===== config.mk =====
export PLATFORM = sky130hd
export DESIGN_NAME = chip8_draw_ctrl
export DESIGN_NICKNAME = d
export VERILOG_FILES = /design/src/rtl/chip8_draw_ctrl.sv
export SDC_FILE = /design/constraint.sdc
export NUM_CORES = 1
export LEC_CHECK = 0
export CORE_MARGIN = 2
export CORE_UTILIZATION = 50
export CTS_CLUSTER_DIAMETER = 150
export DETAILED_ROUTE_END_ITERATION = 8
export GPL_TIMING_DRIVEN = 0
export PLACE_DENSITY = 0.95
export RECOVER_POWER = 50
export SYNTH_ARGS = -nofsm -noshare
export SYNTH_HDL_FRONTEND = slang
export SYNTH_SLANG_ARGS = --single-unit

===== constraint.sdc =====
create_clock -name clk -period 3.3 [get_ports clk]
set_input_delay 0.66 -clock clk [delete_from_list [all_inputs] [get_ports clk]]
set_output_delay 0.66 -clock clk [all_outputs]
set_load 0.02 [all_outputs]

===== src/rtl/chip8_draw_ctrl.sv =====
// DXYN sequencer: fetches N sprite bytes, issues one display draw per row, ORs collisions into VF.
// Optional build macro CHIP8_VCLIP_EN: skip rows that fall below the bottom of the screen.
module chip8_draw_ctrl #(
  parameter int ADDR_W = 12
) (
  input  logic              clk,
  input  logic              reset,
  input  logic              start,
  input  logic [7:0]        vx,
  input  logic [7:0]        vy,
  input  logic [3:0]        n,
  input  logic [ADDR_W-1:0] i_reg,
  output logic              mem_rd,
  output logic [ADDR_W-1:0] mem_addr,
  input  logic [7:0]        mem_rdata,
  output logic              disp_draw,
  output logic [5:0]        disp_x,
  output logic [4:0]        disp_y,
  output logic [3:0]        disp_row,
  output logic [7:0]        disp_sprite,
  input  logic              disp_collision,
  output logic              busy,
  output logic              done,
  output logic              vf_we,
  output logic              vf_out,
  output logic [2:0]        dbg_state
);

  typedef enum logic [2:0] {IDLE, FETCH, WAIT, DRAW, CHECK, FIN} state_e;

  state_e            state_q, state_d;
  logic [5:0]        x_q, x_d;
  logic [4:0]        y_q, y_d;
  logic [3:0]        n_q, n_d;
  logic [3:0]        row_q, row_d;
  logic [ADDR_W-1:0] i_q, i_d;
  logic              acc_q, acc_d;
  logic              vf_q, vf_d;
  logic [5:0]        dx_q, dx_d;
  logic [4:0]        dy_q, dy_d;
  logic [3:0]        drow_q, drow_d;
  logic [7:0]        dspr_q, dspr_d;

  logic [5:0] y_cur, y_nxt;
  logic       row_clipped, next_clipped;

  // Bit 5 of the sum marks a row at or beyond screen line 32.
  assign y_cur = {1'b0, y_q} + {2'b00, row_q};
  assign y_nxt = y_cur + 6'd1;

`ifdef CHIP8_VCLIP_EN
  assign row_clipped  = y_cur[5];
  assign next_clipped = y_nxt[5];
`else
  assign row_clipped  = 1'b0;
  assign next_clipped = 1'b0;
`endif

  always_ff @(posedge clk or posedge reset) begin
    if (reset) begin
      state_q <= IDLE;
      x_q     <= '0;
      y_q     <= '0;
      n_q     <= '0;
      row_q   <= '0;
      i_q     <= '0;
      acc_q   <= 1'b0;
      vf_q    <= 1'b0;
      dx_q    <= '0;
      dy_q    <= '0;
      drow_q  <= '0;
      dspr_q  <= '0;
    end else begin
      state_q <= state_d;
      x_q     <= x_d;
      y_q     <= y_d;
      n_q     <= n_d;
      row_q   <= row_d;
      i_q     <= i_d;
      acc_q   <= acc_d;
      vf_q    <= vf_d;
      dx_q    <= dx_d;
      dy_q    <= dy_d;
      drow_q  <= drow_d;
      dspr_q  <= dspr_d;
    end
  end

  always_comb begin
    state_d   = state_q;
    x_d       = x_q;
    y_d       = y_q;
    n_d       = n_q;
    row_d     = row_q;
    i_d       = i_q;
    acc_d     = acc_q;
    vf_d      = vf_q;
    dx_d      = dx_q;
    dy_d      = dy_q;
    drow_d    = drow_q;
    dspr_d    = dspr_q;
    mem_rd    = 1'b0;
    mem_addr  = '0;
    disp_draw = 1'b0;
    done      = 1'b0;
    vf_we     = 1'b0;
    case (state_q)
      IDLE: begin
        if (start) begin
          x_d     = vx[5:0];
          y_d     = vy[4:0];
          n_d     = n;
          i_d     = i_reg;
          row_d   = '0;
          acc_d   = 1'b0;
          vf_d    = 1'b0;
          state_d = (n == 4'd0) ? FIN : FETCH;
        end
      end
      FETCH: begin
        mem_rd   = 1'b1;
        mem_addr = i_q + ADDR_W'(row_q);
        state_d  = WAIT;
      end
      WAIT: begin
        // Display-facing registers only change here, so they hold outside DRAW.
        dspr_d  = mem_rdata;
        dx_d    = x_q;
        dy_d    = y_q;
        drow_d  = row_q;
        state_d = DRAW;
      end
      DRAW: begin
        disp_draw = 1'b1;
        state_d   = CHECK;
      end
      CHECK: begin
        if (!row_clipped) acc_d = acc_q | disp_collision;
        if (row_q == n_q - 4'd1) begin
          vf_d    = acc_d;
          state_d = FIN;
        end else begin
          row_d   = row_q + 4'd1;
          state_d = next_clipped ? CHECK : FETCH;
        end
      end
      FIN: begin
        done    = 1'b1;
        vf_we   = 1'b1;
        state_d = IDLE;
      end
      default: state_d = IDLE;
    endcase
  end

  assign busy        = (state_q != IDLE);
  assign vf_out      = vf_q;
  assign disp_x      = dx_q;
  assign disp_y      = dy_q;
  assign disp_row    = drow_q;
  assign disp_sprite = dspr_q;
  assign dbg_state   = state_q;

endmodule


==> results.py, run 1 <==
# Flow results
metrics = {
    "route": {
        "drt-pass1-iter-count": 4,
        "antenna_left": 0,
        "wl_um": 6010,
    },
    "yosys": {
        "synth-main-ff-cell": "dfrtp_1",
        "yosysWarningCount": 0,
        "synth-edff-count": 0,
        "fa_ha_area_share_pct": 3.49,
        "avgSynthCellArea_um2": 12.3,
        "synth-xor-area-share_pct": 2.89,
        "synth_cells": 222,
        "ys_top_logic_family": "multiplexers",
        "ys_area_mm2": 0.00273,
        "ys_sh_simple_pct": 9.82,
        "floorplan.nets": 273,
    },
    "floorplanning": {
        "dieWidth_um": 77.9,
        "die-height_um": 77.9,
    },
    "final_layout": {
        "final_layout_size_suffix_gt1_share_pct": 22.1,
        "num_antenna_cells": 0,
        "mostFrequentLayoutCell": "clkdlybuf4s50_1",
        "fin_nets": 367,
        "synthToLayoutAreaGrowth_pct": 39.5,
    },
    "placed_design": {
        "gp_congestion": 0.865,
        "place_ws_ns": -0.0672,
        "dp_hpwl_um": 4370,
    },
    "run_status": {
        "status": "complete, no violations",
    },
    "power_and_ir_drop": {
        "peakVddDrop_mv": 0.624,
        "leakagePower_nw": 1.67,
        "power.density_mw_per_mm2": 965,
    },
    "final_timing": {
        "period_needed_ns": 3.14,
        "fmax_mhz": 318,
    },
    "clock_tree": {
        "clockRootBuffer": "clkbuf_8",
        "cts_buffers": 9,
        "cts_tree": "built",
    },
    "grt": {
        "grt_overflow_total": 0,
        "grt_pass1_vias": 2073,
        "gr-usage-all-layers_pct": 21.5,
    },
    "critical_path": {
        "cp.required_ns": 2.64,
        "worst_setup_path_end_kind": "primary output",
        "r2r_slack_ns": 0.95,
    },
    "worst_hold_path": {
        "hp-class": "flip-flop to flip-flop",
    },
}
[run 1: cell type report]
type	instances	area (µm²)	share of cell area (%)
Tap cell	70	87.6	2.30
Clock inverter	5	30.0	0.789
Buffer	10	50.0	1.31
Clock buffer	11	131	3.45
Timing Repair Buffer	83	821	21.6
Sequential cell	59	1480	38.8
Multi-Input combinational cell	147	1190	31.2
Inverter	6	22.5	0.592
[run 1: path summary, 6_finish.rpt]
check	startpoint	end	depth (start not counted)
max in group asynchronous	reset	i_q[4]$_DFFE_PP0P_	3
setup reg to reg	dbg_state[1]$_DFFE_PP0P_	n_q[3]$_DFFE_PP0P_	5
setup / recovery	row_q[0]$_DFFE_PP0P_	mem_addr[10]	7
hold / removal	y_q[0]$_DFFE_PP0P_	y_q[0]$_DFFE_PP0P_	1
hold reg to reg	y_q[0]$_DFFE_PP0P_	y_q[0]$_DFFE_PP0P_	1
min in group asynchronous	reset	disp_sprite[7]$_DFFE_PP0P_	2
[run 1: what timing repair did]
item,in CTS,in global routing
hold buffers,0,0
setup endpoints to repair,8,6
resized,8,9
[run 1: kinds of logic (layout without fill, tap and decap cells)]
logic type	count (synthesis)	after routing
AOI/OAI and AO/OA	37	37
xor gates and xnor gates	9	9
adders and majority gates	7	7
buffers and inverters	16	115
muxes	47	47
DFF	59	59
and+or+nand+nor	47	47
[run 1: worst max-delay path, cell delays in order, from the launching register on]
cell and delay, ns:
dfrtp_1 0.46, ha_1 0.26, fa_1 0.41, a21o_1 0.21
a21oi_4 0.25, o21ai_0 0.13, a21oi_1 0.13, clkdlybuf4s15_1 0.32
[run 1: sequential cells by signal, summed over array words and instances, names as in the netlist]
register,cells
x_q,6
dbg_state,3
acc_q,1
disp_y,5
y_q,5
n_q,4
i_q,12
disp_sprite,8
disp_x,6
disp_row,4
vf_out,1
row_q,4
[run 1: power breakdown]
part | internal (mW) | switching (mW) | total [mW]
sequential | 1.06 | 0.244 | 1.30
clock | 0.268 | 0.275 | 0.543
combinational | 0.947 | 0.881 | 1.83
total | 2.28 | 1.40 | 3.67
[run 1: synth_stat cells, types with 4 or more instances]
library cell and count:
inv_1 6, o21ai_0 16, a21oi_1 13, mux2_2 47, nand2_1 9, nor2_1 4, nor3_1 6, xnor2_1 7
ha_1 6, or3_1 9, buf_2 4, dfrtp_1 59
[run 1: metal layers]
layer  GRT usage [%]  part of all wire [%]
met1            27.5                    41
met4            8.21                   1.3
met5               0                     0
met2            34.1                    50
met3            6.86                   8.5
**Run 1: cells colored by class**

Fill, decap, tap and diode cells in gray.
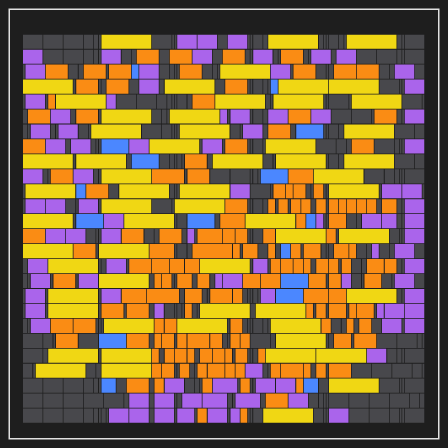
orange -> combinational and other logic  # cells 153, share of their area 33%
blue -> clock drivers and dummy loads  # cells 16, share of their area 4.3%
purple -> other buffers and delay cells  # cells 93, share of their area 23%
yellow -> flops  # cells 59, share of their area 40%

**Run 1: sequential cells grouped by signal name**

Other sequential cells in the stronger gray, the rest of the logic in the fainter gray.
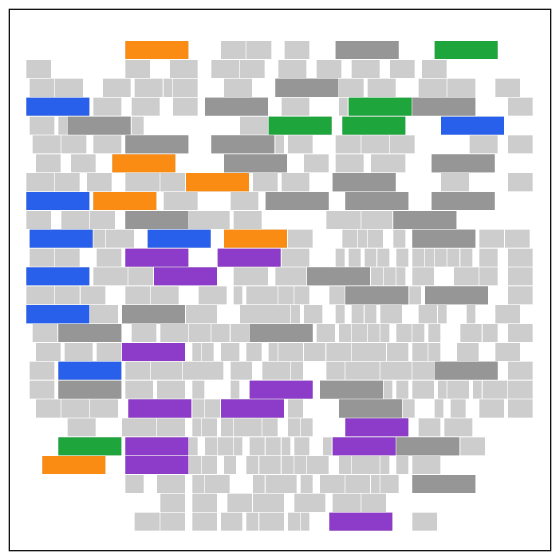
green -> disp_y  # flops 5
blue -> disp_sprite  # flops 8
purple -> i_q  # flops 12
orange -> x_q  # flops 6
not colored = 28

**Run 1: cell outlines without signal wires**

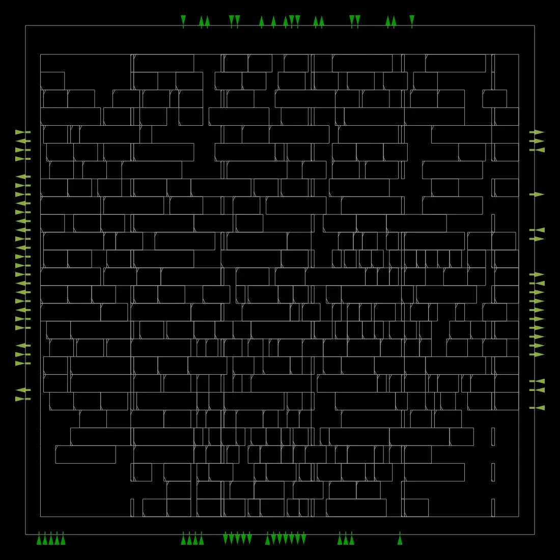
Seq cells: 59
Tapcells: 70
Final Core Density: 73.6%
filler instances: 363
Final Non-Filler Cells: 391

==> run 1 -> run 2 <==
CORE_UTILIZATION = 42   (was 50)
PLACE_DENSITY = 0.87   (was 0.95)
TNS_END_PERCENT = 30   (was not set)
clock period = 2.75 ns   (was 3.3 ns; I/O delays follow)
**Run 2: signal metal coverage by tile**

The bar under the picture is 20 µm long. The die is cut into 17 by 17 equal tiles; black is low, pale yellow is high, scaled to the fullest tile. Values are wire area over tile area, all layers added.
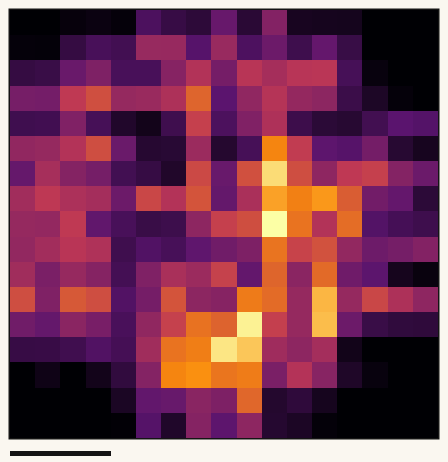
fullest tile = 0.47
nearly empty tiles = 14%
mean over tiles = 0.14
emptiest ninth of the die = top right
densest ninth of the die = bottom middle
tiles over half the peak = 19%
vias: 2134
gr usage total: 19.0%
WL final: 6230 µm
wire per inst: 15.7 µm

**Run 2: cell outlines without signal wires**

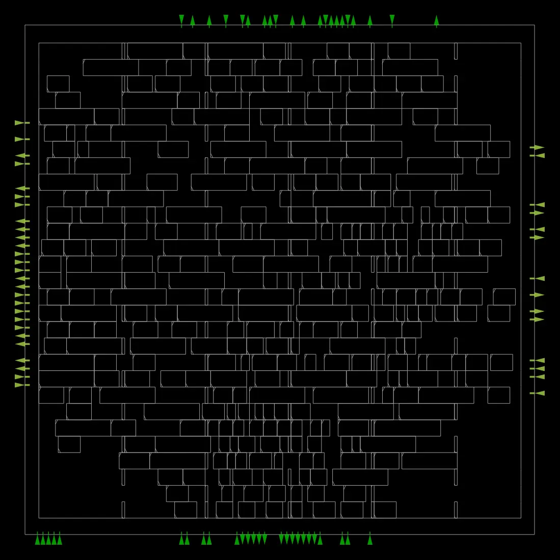
row cnt: 29
Seq area share: 38.0%
Final Core Density: 61.6%
Final Non-Filler Cells: 398

**Run 2: cells colored by class**

Fill, decap, tap and diode cells in gray.
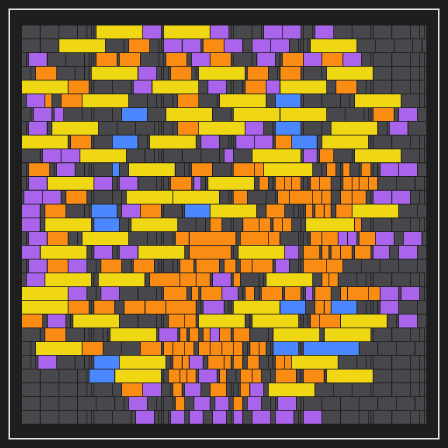
purple -> other buffers and delay cells  # cells 94, share of their area 23%
yellow -> flops  # cells 59, share of their area 39%
orange -> combinational and other logic  # cells 153, share of their area 33%
blue -> clock drivers and dummy loads  # cells 15, share of their area 5.6%
CORE AREA: 0.00631 mm²
Design Area, Final: 0.00389 mm²

==> run 2 against run 1 <==
Compared with the run above: clock skew is 0.0017 ns lower; core utilization down 12 points; critical path depth grew 1; cell area rose by 2.2%; critical endpoint is now mem_addr[6]; highest routed layer unchanged.
==> results.py, run 2 <==
# Flow results
metrics = {
    "clock_tree": {
        "clockRootBuffer": "clkbuf_8",
        "cts_hold_repair.buffers": 0,
        "cts_tree": "built",
        "clock_latency_ns": 0.33,
        "cts_buffers": 9,
    },
    "yosys": {
        "avgSynthCellArea_um2": 12.3,
        "synth_cells": 222,
        "synth-edff-count": 0,
        "synthesis.area_mm2": 0.00273,
        "yosys-top-cells-count": "dfrtp_1, mux2_2, o21ai_0",
        "synthArstFlopShare_pct": 100,
        "synth-main-ff-cell": "dfrtp_1",
        "floorplan.nets": 273,
        "ys_area_mm2": 0.00273,
        "yosysWarningCount": 0,
        "ys_types": 32,
        "top_cell": "dfrtp_1",
    },
    "final_timing": {
        "timing.final.crit_share_pct": 99.9,
        "period_needed_ns": 2.75,
        "fmax_mhz": 364,
    },
    "final_layout": {
        "largest_register_ffs": 12,
        "final_layout_size_suffix_gt1_share_pct": 28.0,
        "num_antenna_cells": 0,
        "logic_area_mm2": 0.00121,
        "fin_nets": 368,
        "synthToLayoutAreaGrowth_pct": 42.7,
        "regArea_mm2": 0.00148,
    },
    "power_and_ir_drop": {
        "leakagePower_nw": 1.68,
        "peakVddDrop_mv": 0.633,
        "clkPwrFrac_pct": 18.0,
        "p_int_mw": 2.91,
        "power_switching_mw": 1.68,
        "combPwrFrac_pct": 47.5,
        "swShare_pct": 36.6,
        "power.density_mw_per_mm2": 1180,
        "seqPwrFrac_pct": 34.5,
    },
    "placed_design": {
        "dp_hpwl_um": 4560,
        "gp_congestion": 0.882,
    },
    "worst_hold_path": {
        "min_path_cells": 1,
        "hp-class": "flip-flop to flip-flop",
    },
    "floorplanning": {
        "dieWidth_um": 84.6,
    },
    "grt": {
        "grt_pass1_vias": 2222,
        "grt_overflow_total": 0,
    },
    "run_status": {
        "status": "complete, no violations",
    },
    "route": {
        "drt-pass1-iter-count": 4,
        "antenna_left": 0,
    },
    "critical_path": {
        "worst_setup_path_end_kind": "primary output",
        "cp.required_ns": 2.20,
        "reg2reg_depth": 3,
        "r2r_slack_ns": 0.45,
    },
}
==> run 2: layout make-up <==
cell class / count / area share (%)
Sequential cell: 59 / 38.0
Multi-Input combinational cell: 147 / 31.2
Timing Repair Buffer: 85 / 21.0
Clock buffer: 14 / 4.69
Tap cell: 77 / 2.48
Buffer: 9 / 1.29
Clock inverter: 1 / 0.772
Inverter: 6 / 0.579
==> run 2: cell families after synthesis <==
group / Yosys count / synth area share, %
compound gates: 37 / 7.48
fa+ha+maj: 7 / 3.49
mux: 47 / 19.4
flops: 59 / 54.1
buf+inv: 16 / 2.80
simple gates: 47 / 9.82
xor+xnor: 9 / 2.89
==> run 2: per-stage QoR <==
step / setup WS (ns) / hold slack, ns / std cells
finish: 0.00341 / 0.499 / 398
floorplan: 0.187 / 0.475 / 222
global placement: -0.416 / 0.484 / 381
CTS: -0.0362 / 0.509 / 398
global route: -0.0771 / 0.514 / 398
detailed placement: -0.485 / 0.494 / 382
==> run 2: critical path, cell delays in order, from the launching register on <==
cell	delay, ns
dfrtp_2	0.41
ha_2	0.20
fa_2	0.35
a21o_1	0.19
a21oi_4	0.26
buf_6	0.13
or3_1	0.10
a21oi_2	0.06
buf_4	0.16
==> run 2: timing repair <==
action,4_1_cts,5_1_grt
buffers inserted,1,1
pin swaps,2,4
setup endpoints to repair,14,12
gates resized,46,15
==> run 2: power by group through the flow <==
stage	Sequential, mW	Combinational (mW)	Clock, mW
CTS	1.57	2.21	0.851
floorplan	1.72	1.19	0
detailed placement	1.59	2.23	0
global placement	1.55	2.17	0
finish	1.58	2.19	0.828
global route	1.65	2.37	0.895
==> run 2: final timing paths <==
| check | from | to |
|---|---|---|
| setup / recovery | row_q[0]$_DFFE_PP0P_ | mem_addr[6] |
| hold / removal | disp_sprite[6]$_DFFE_PP0P_ | disp_sprite[6]$_DFFE_PP0P_ |
| setup reg to reg | dbg_state[1]$_DFFE_PP0P_ | disp_y[4]$_DFFE_PP0P_ |
| hold reg to reg | disp_sprite[6]$_DFFE_PP0P_ | disp_sprite[6]$_DFFE_PP0P_ |
| max in group asynchronous | reset | row_q[1]$_DFFE_PP0P_ |
| min in group asynchronous | reset | disp_sprite[7]$_DFFE_PP0P_ |
==> run 2: metal layers <==
layer  global-route usage (%)  wire (µm)  vias to the layer above
met5                        0          0                        -
met4                     9.67        184                        0
met3                     6.88        471                       16
met2                     29.0       3030                       78
met1                     23.9       2550                     1054
li1                         -          -                      986
==> run 2 -> run 3 <==
CORE_MARGIN = 10   (was 2)
clock period = 2.3 ns   (was 2.75 ns; I/O delays follow)
**Run 3: layout detail**

The bar under the picture is 20 µm long. Window x 0 to 50, y 0 to 50 µm. Cells in gray, sequential cells in the stronger gray; small squares are vias.
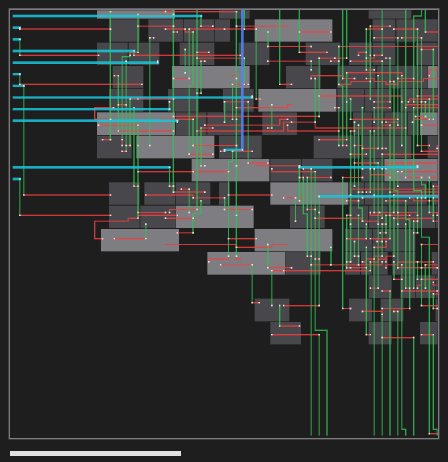
red -> metal 1
cyan -> metal 3
blue -> metal 4
green -> metal 2
cells with their middle in the window = 83
most frequent = clkdlybuf4s50_1 (17), mux2_2 (15), dfrtp_1 (12)
netlist names of flops here include = i_q (5), disp_sprite (2)
sequential cells in the window = 12

**Run 3: cells colored by class**

Fill, decap, tap and diode cells in gray.
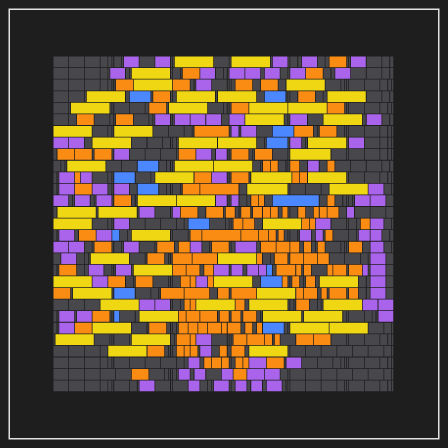
yellow -> flops  # cells 59, share of their area 38%
purple -> other buffers and delay cells  # cells 100, share of their area 24%
blue -> clock drivers and dummy loads  # cells 15, share of their area 5.0%
orange -> combinational and other logic  # cells 153, share of their area 33%
Design Area, Final: 0.00398 mm²
Final Core Density: 63.0%
Seq area share: 37.2%

**Run 3: signal metal coverage by tile**

The bar under the picture is 20 µm long. The die is cut into 20 by 20 equal tiles; black is low, pale yellow is high, scaled to the fullest tile. Values are wire area over tile area, all layers added.
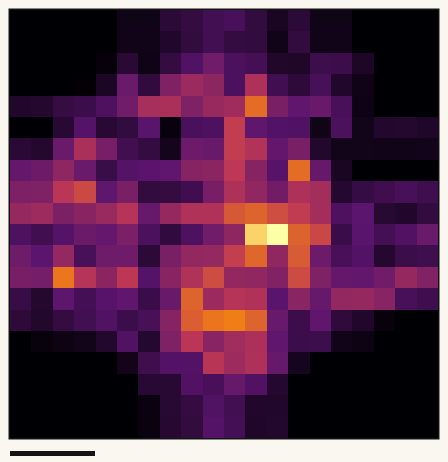
WL final: 7270 µm
gr usage total: 15.4%
wire per inst: 18.0 µm
vias: 2130

==> run 3 against run 2 <==
Compared with the run above: the flow now finishes with violations (setup timing); core utilization increased by 1.3 points; first-iteration DRC count rose by 11%; register-to-register slack got worse by 0.42 ns; worst setup slack worse by 0.30 ns; sequential share of layout area fell by 0.80 points; largest cell class unchanged; largest power group unchanged; highest routed layer unchanged.
==> results.py, run 3 <==
# Flow results
metrics = {
    "route": {
        "drt-pass1-iter-count": 4,
        "antenna_left": 0,
    },
    "floorplanning": {
        "fp.coreArea_mm2": 0.00631,
        "rows": 29,
        "dieWidth_um": 101,
    },
    "critical_path": {
        "slowest_delay_ns": 0.44,
        "cp_num_buf_inv": 2,
        "r2r_slack_ns": 0.03,
    },
    "placed_design": {
        "gp_congestion": 0.862,
    },
    "yosys": {
        "synthesis.area_mm2": 0.00273,
        "ys_types": 32,
        "yosysWarningCount": 0,
        "synth_cells": 222,
        "ys_area_mm2": 0.00273,
        "synth-edff-count": 0,
        "yosys-top-cells-count": "dfrtp_1, mux2_2, o21ai_0",
        "synthArstFlopShare_pct": 100,
    },
    "run_status": {
        "violations": "setup timing",
        "status": "finished, violations left",
    },
    "final_timing": {
        "timing.final.crit_share_pct": 113,
        "fmax_mhz": 385,
        "period_needed_ns": 2.60,
        "setup-violations-final": 9,
        "fin_ws_ns": -0.297,
    },
    "final_layout": {
        "final_layout_size_suffix_gt1_share_pct": 33.3,
    },
    "power_and_ir_drop": {
        "seqPwrFrac_pct": 33.1,
        "clkPwrFrac_pct": 16.4,
    },
    "grt": {
        "grt_overflow_total": 0,
    },
    "clock_tree": {
        "cts_tree": "built",
    },
}
run 3: cell types whose count changed in the layout (fill, tap and decap cells not counted), sizes merged:
cell,before,now
clkbuf,19,18
dlygate4sd3,7,10
dlygate4sd2,4,2
clkdlybuf4s50,63,56
clkdlybuf4s15,0,1
buf,15,26
clkinv,0,1
run 3: timing repair:
action                                  4_1_cts  5_1_grt
gates cloned                                  0        0
pin swaps                                    10        5
endpoints found under the setup margin       16       12
hold buffers                                  0        0
setup buffers                                 7        0
gates resized                                87       12
run 3: final timing paths:
kind	startpoint	end	depth (start not counted)
max	row_q[1]$_DFFE_PP0P_	mem_addr[8]	7
min in group asynchronous	reset	disp_sprite[3]$_DFFE_PP0P_	2
max reg2reg	dbg_state[2]$_DFFE_PP0P_	disp_sprite[0]$_DFFE_PP0P_	4
min reg2reg	disp_x[2]$_DFFE_PP0P_	disp_x[2]$_DFFE_PP0P_	1
min	disp_x[2]$_DFFE_PP0P_	disp_x[2]$_DFFE_PP0P_	1
max in group asynchronous	reset	row_q[1]$_DFFE_PP0P_	3
run 3: area by class of cell:
type                    count  area, µm²
inverters                   6       22.5
flip-flops and latches     59       1480
clock buffers              13        159
multi-input cells         147       1260
clock inverters             2       35.0
fillers                   491       2340
repair buffers             90        852
plain buffers              10       67.6
well taps                  77       96.3
run 3: through the flow:
step / setup WS, ns / hold slack (ns)
after floorplan: -0.0190 / 0.475
after global placement: -0.653 / 0.482
after detailed placement: -0.731 / 0.491
after CTS: -0.280 / 0.505
after global routing: -0.416 / 0.512
final: -0.297 / 0.499
run 3: routing by layer:
metal  GRT usage, %  part of all wire [%]  vias to the layer above  wire (µm)
li1               -                     -                      992          -
met1           16.5                    37                     1043       2660
met2           25.7                    51                       82       3740
met3           7.00                    10                       13        739
met4           6.20                   1.8                        0        133
met5              0                     0                        -          0
run 3: power groups by stage:
stage | registers (mW) | logic (mW) | clock network, mW
final | 1.87 | 2.86 | 0.932
after floorplan | 2.06 | 1.44 | 0
after global placement | 1.85 | 2.63 | 0
after CTS | 1.88 | 2.89 | 0.952
after detailed placement | 1.90 | 2.73 | 0
after global routing | 1.95 | 3.11 | 1.00
run 3: cells by family (layout without fill, tap and decap cells):
family / Yosys count / count (layout) / share of synthesized area [%]
flip-flops: 59 / 59 / 54.1
buffers and inverters: 16 / 121 / 2.80
adder cells (fa/ha/maj): 7 / 7 / 3.49
AND-OR/OR-AND: 37 / 37 / 7.48
AND/OR/NAND/NOR: 47 / 47 / 9.82
XOR/XNOR: 9 / 9 / 2.89
multiplexers: 47 / 47 / 19.4
Power figures rest on the tool's default switching activity, not on a simulated workload.
